==> config.mk <==
export PLATFORM = sky130hd
export DESIGN_NAME = reg_write_back
export DESIGN_NICKNAME = d
export VERILOG_FILES = /design/src/rtl/lca_pkg.sv /design/src/rtl/prio_enc8.sv /design/src/rtl/reg_write_back.sv
export SDC_FILE = /design/constraint.sdc
export NUM_CORES = 1
export LEC_CHECK = 0
export CAP_MARGIN = 20
export CORE_MARGIN = 3
export CORE_UTILIZATION = 38
export CTS_BUF_LIST = sky130_fd_sc_hd__clkbuf_2
export DETAILED_ROUTE_END_ITERATION = 6
export PLACE_DENSITY = 0.92
export SLEW_MARGIN = 0
export SYNTH_ARGS = -nofsm -noshare
export SYNTH_HDL_FRONTEND = slang
export SYNTH_SLANG_ARGS = --single-unit
==> constraint.sdc <==
create_clock -name clk -period 1.75 [get_ports clk]
set_input_delay 0.35 -clock clk [delete_from_list [all_inputs] [get_ports clk]]
set_output_delay 0.35 -clock clk [all_outputs]
set_load 0.1 [all_outputs]
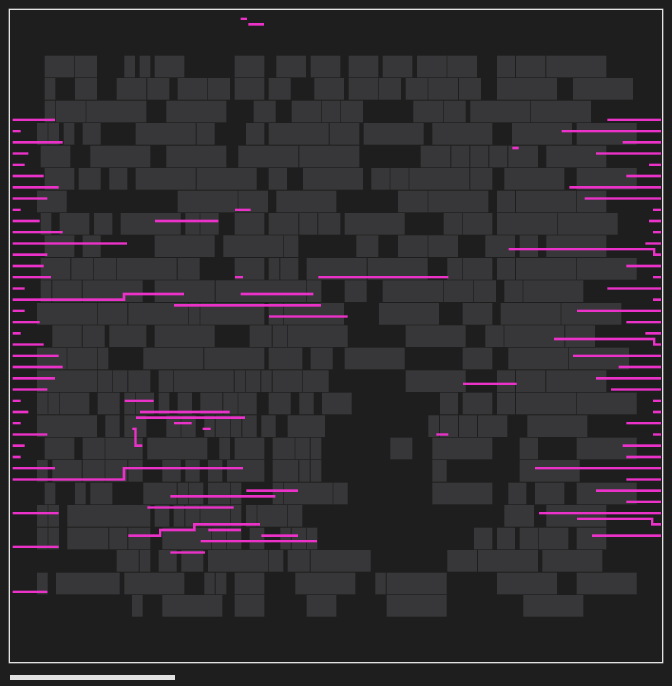
Fig. 1. M3 wires (run 1).
Scale bar: 20 µm. Cells faint in the background.
The layer carries 566 µm of wire. 92 nets have wire on it. The longest straight run is 17.5 µm. The wires run mostly horizontal. The layer holds 9.3% of the routed length.
drt total wl: 6060 µm
via count of the routed design: 1956
GR Util met3: 5.10%

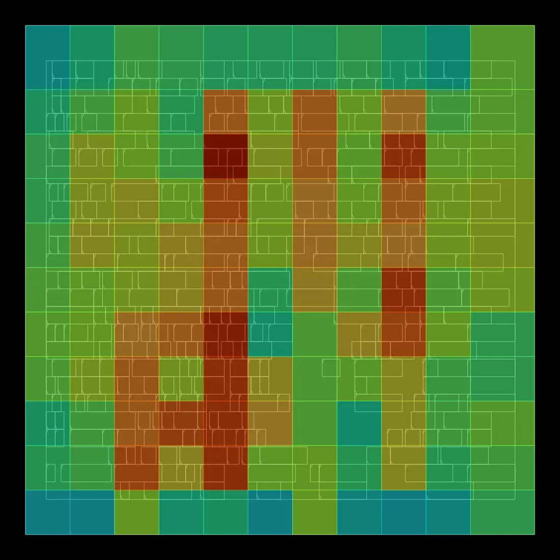
Fig. 2. Routing congestion map (run 1).
routed length per placed instance: 15.5 µm
GRT Total Usage: 19.7%

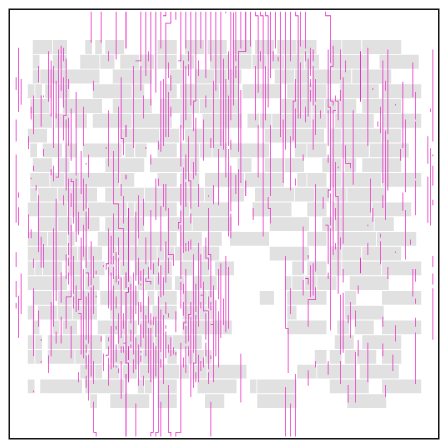
Fig. 3. M2 wires (run 1).
Cells faint in the background.
347 nets have wire on it. The layer holds 52% of the routed length.
GR Util met2: 35.7%

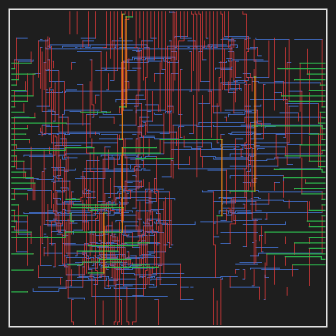
Fig. 4. Metal layers overlaid (run 1).
met3: drawn in green, wire length 566 µm. met2: drawn in red, wire length 3130 µm. met4: drawn in orange, wire length 137 µm. met1: drawn in blue, wire length 2230 µm.

==> summary.json, run 1 <==
{
  "crit_path_start_kind": "primary input",
  "yosys-stat-cells": 214,
  "yosysSeqAreaShare_pct": 45.6,
  "layout.filler_cells": 364,
  "number_of_placement_rows": 25,
  "combPwrFrac_pct": 33.8,
  "areaGrowthSynthToFinish_pct": 77.5,
  "antenna_cells_inserted": 0,
  "fmax_ghz": 0.603,
  "totalNegativeSetupSlack_ns": 0,
  "worst_r2r_path_depth": 5,
  "placed_area_mm2": 0.00352,
  "clockRootBuffer": "sky130_fd_sc_hd__clkbuf_2",
  "ant_nets": 0,
  "finalSetupViolations": 0,
  "hold_path.class": "in2reg",
  "unrepaired_setup_endpoints_after_global_routing": "no",
  "cts_inserted_buffers": 5,
  "finalHoldViolCount": 0,
  "total_number_of_multi_input_combinational_cells": 150,
  "place_hpwl_um": 4980,
  "status": "finished clean",
  "grt_pass1_wl_um": 9600,
  "initCoreUtil_pct": 40.9,
  "cts_buffer_depth": 2,
  "seq-power_uw": 1120,
  "worst_path_dominant_cell_family": "AND-OR/OR-AND gates",
  "clk-insertion-delay-late_ns": 0.41,
  "post-synth-top-area-cell": "sky130_fd_sc_hd__dfxtp_1",
  "drt-initial-drc-count": 74,
  "dp_cells": 385,
  "post_synth_fa_ha_maj_area_fraction_pct": 0,
  "enable_flop_cells": 0,
  "synth-async-reset-ratio_pct": 0,
  "count_of_tool_warnings": 26,
  "drtPass1Iterations": 4,
  "design_power_total_uw": 2520,
  "cts_hold_buffers": 0,
  "cp_max_fo": 6,
  "die-width_um": 78.9,
  "clock_slew_at_the_register_clock_pins_of_the_worst_setup_and_hold_paths_ns": 0.22,
  "dr_wl_met3_um": 565,
  "gr-usage-met1_pct": 22.3,
  "ys_sh_xor_pct": 0,
  "n_tap_cell": 67,
  "yosys-top-cells-area": "sky130_fd_sc_hd__dfxtp_1 46%, sky130_fd_sc_hd__buf_4 8.2%, sky130_fd_sc_hd__a22oi_1 5.9%",
  "most-common-layout-cells": "64 x sky130_fd_sc_hd__clkdlybuf4s50_1, 45 x sky130_fd_sc_hd__dfxtp_1, 41 x sky130_fd_sc_hd__buf_12",
  "grt_antenna_before_repair": 0,
  "grt_max_degree": 20,
  "synth.yosys.chip_area_mm2": 0.00202
}
Fig. 5: run 1, routed clock nets over the placement
Scale bar: 20 µm.
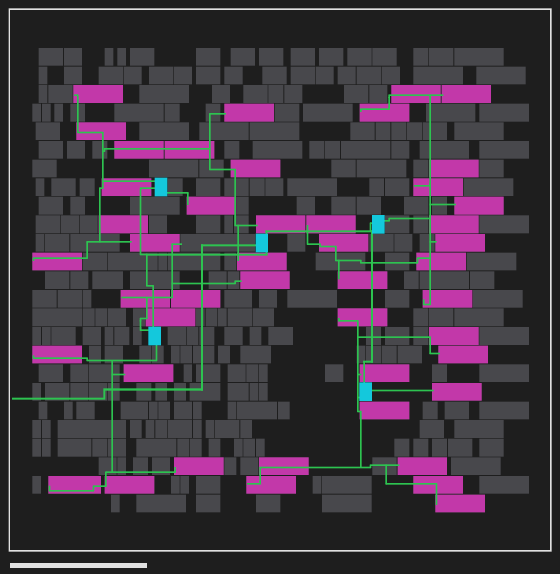

==> run 2: changes to the inputs <==
- CORE_UTILIZATION: 38 -> 34
- PLACE_DENSITY: 0.92 -> 0.88
- REMOVE_ABC_BUFFERS: unset -> 1
- SLEW_MARGIN: 0 -> unset
- clock period: 1.75 -> 1.5 ns (I/O delays scaled with it)
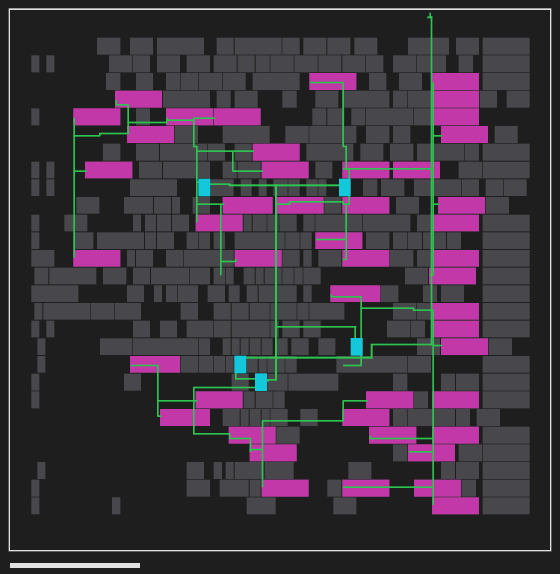
Fig. 6. Routed clock nets over the placement (run 2).
Scale bar: 20 µm.
flip-flops: drawn in magenta, count 46. clock wires: drawn in green, length 532 µm. cells driving clock nets: drawn in cyan, count 5.
There are 6 routed clock nets.
Clk network pwr share: 22.7%
Late-Pin Clk Latency: 0.42 ns
clock network power: 688 µW
clk_skew: 0.0142 ns

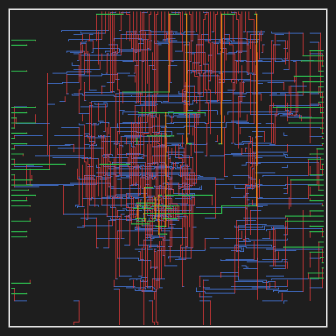
Fig. 7. Metal layers overlaid (run 2).
met3: drawn in green, wire length 426 µm. met2: drawn in red, wire length 3210 µm. met1: drawn in blue, wire length 2510 µm. met4: drawn in orange, wire length 197 µm.
GRT Total Usage: 18.0%
routed length per placed instance: 15.4 µm
via count of the routed design: 2019

==> summary.json, run 2 <==
{
  "yosys-stat-cells": {"value": 214, "change": "unchanged"},
  "failed_checks": "negative setup slack",
  "worst_r2r_path_depth": {"value": 5, "change": "unchanged"},
  "finalHoldViolCount": {"value": 0, "change": "unchanged"},
  "worst_path_dominant_cell_family": "simple AND/OR/NAND/NOR gates",
  "finalSetupViolations": {"value": 2, "change": "+2"},
  "grt_util_met2": {"value": 32.4, "unit": "%", "change": "-3.3 points"},
  "ant_nets": {"value": 0, "change": "unchanged"},
  "antenna_cells_inserted": {"value": 0, "change": "unchanged"},
  "gr-usage-met1": {"value": 20.3, "unit": "%", "change": "-2.0 points"},
  "final_critical_path_setup_slack_ns": -0.0529,
  "cts_buffer_depth": {"value": 2, "change": "unchanged"},
  "status": "finished with violations",
  "initCoreUtil": {"value": 35.8, "unit": "%", "change": "-5.1 points"},
  "drt-initial-drc-count": {"value": 102, "change": "+38%"},
  "post-synth-top-area-cell": "sky130_fd_sc_hd__dfxtp_1",
  "combPwrFrac": {"value": 34.3, "unit": "%", "change": "+0.5 points"},
  "dp_cells": {"value": 403, "change": "+4.7%"},
  "grt_pass1_wl": {"value": 10000, "unit": "µm", "change": "+4.5%"},
  "post_synth_fa_ha_maj_area_fraction": {"value": 0, "unit": "%", "change": "unchanged"},
  "most-common-layout-cells": "60 x sky130_fd_sc_hd__clkdlybuf4s50_1, 42 x sky130_fd_sc_hd__dfxtp_1, 41 x sky130_fd_sc_hd__buf_12",
  "n_tap_cell": {"value": 72, "change": "+7.5%"},
  "yosys-top-cells-area": "sky130_fd_sc_hd__dfxtp_1 46%, sky130_fd_sc_hd__buf_4 8.2%, sky130_fd_sc_hd__a22oi_1 5.9%",
  "hold_path.class": "in2reg",
  "enable_flop_cells": {"value": 0, "change": "unchanged"},
  "placed_area": {"value": 0.00362, "unit": "mm²", "change": "+2.9%"},
  "cts_inserted_buffers": {"value": 5, "change": "unchanged"},
  "unrepaired_setup_endpoints_after_global_routing": "yes",
  "total_number_of_multi_input_combinational_cells": {"value": 150, "change": "unchanged"},
  "fmax_ghz": 0.644,
  "place_hpwl": {"value": 5050, "unit": "µm", "change": "+1.3%"},
  "clock_slew_at_the_register_clock_pins_of_the_worst_setup_and_hold_paths": {"value": 0.24, "unit": "ns", "change": "+0.02 ns"},
  "number_of_placement_rows": {"value": 27, "change": "+8.0%"},
  "synth.yosys.chip_area": {"value": 0.00202, "unit": "mm²", "change": "unchanged"},
  "die-width": {"value": 83.1, "unit": "µm", "change": "+5.3%"},
  "grt_antenna_before_repair": {"value": 0, "change": "unchanged"},
  "yosysSeqAreaShare": {"value": 45.6, "unit": "%", "change": "unchanged"},
  "totalNegativeSetupSlack": {"value": -0.0744, "unit": "ns", "change": "-0.0744 ns"},
  "layout.filler_cells": {"value": 384, "change": "+5.5%"},
  "cp_max_fo": {"value": 4, "change": "-2"}
}
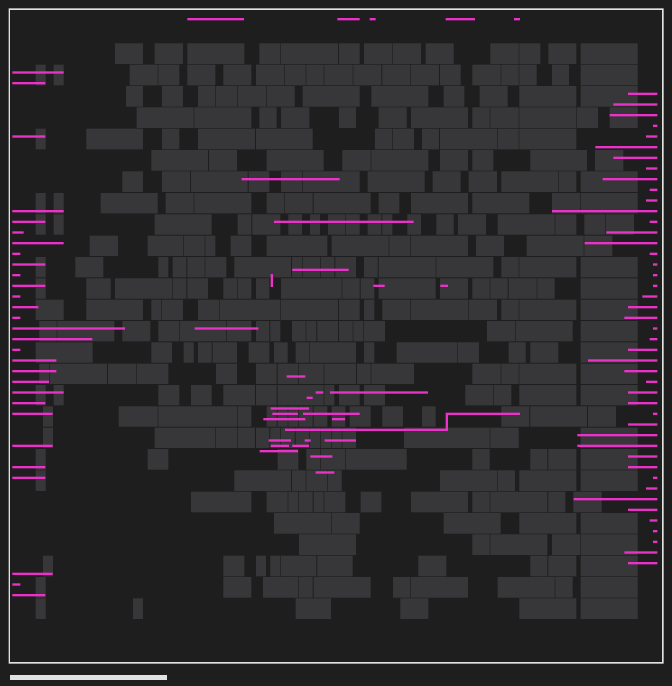
Fig. 8. M3 wires (run 2).
Scale bar: 20 µm. Cells faint in the background.
The longest straight run is 20.5 µm. The layer holds 6.7% of the routed length. 93 nets have wire on it.
drt total wl: 6350 µm
GR Util met3: 4.46%

No activity file was given, so power comes from the tool's default toggle rates.
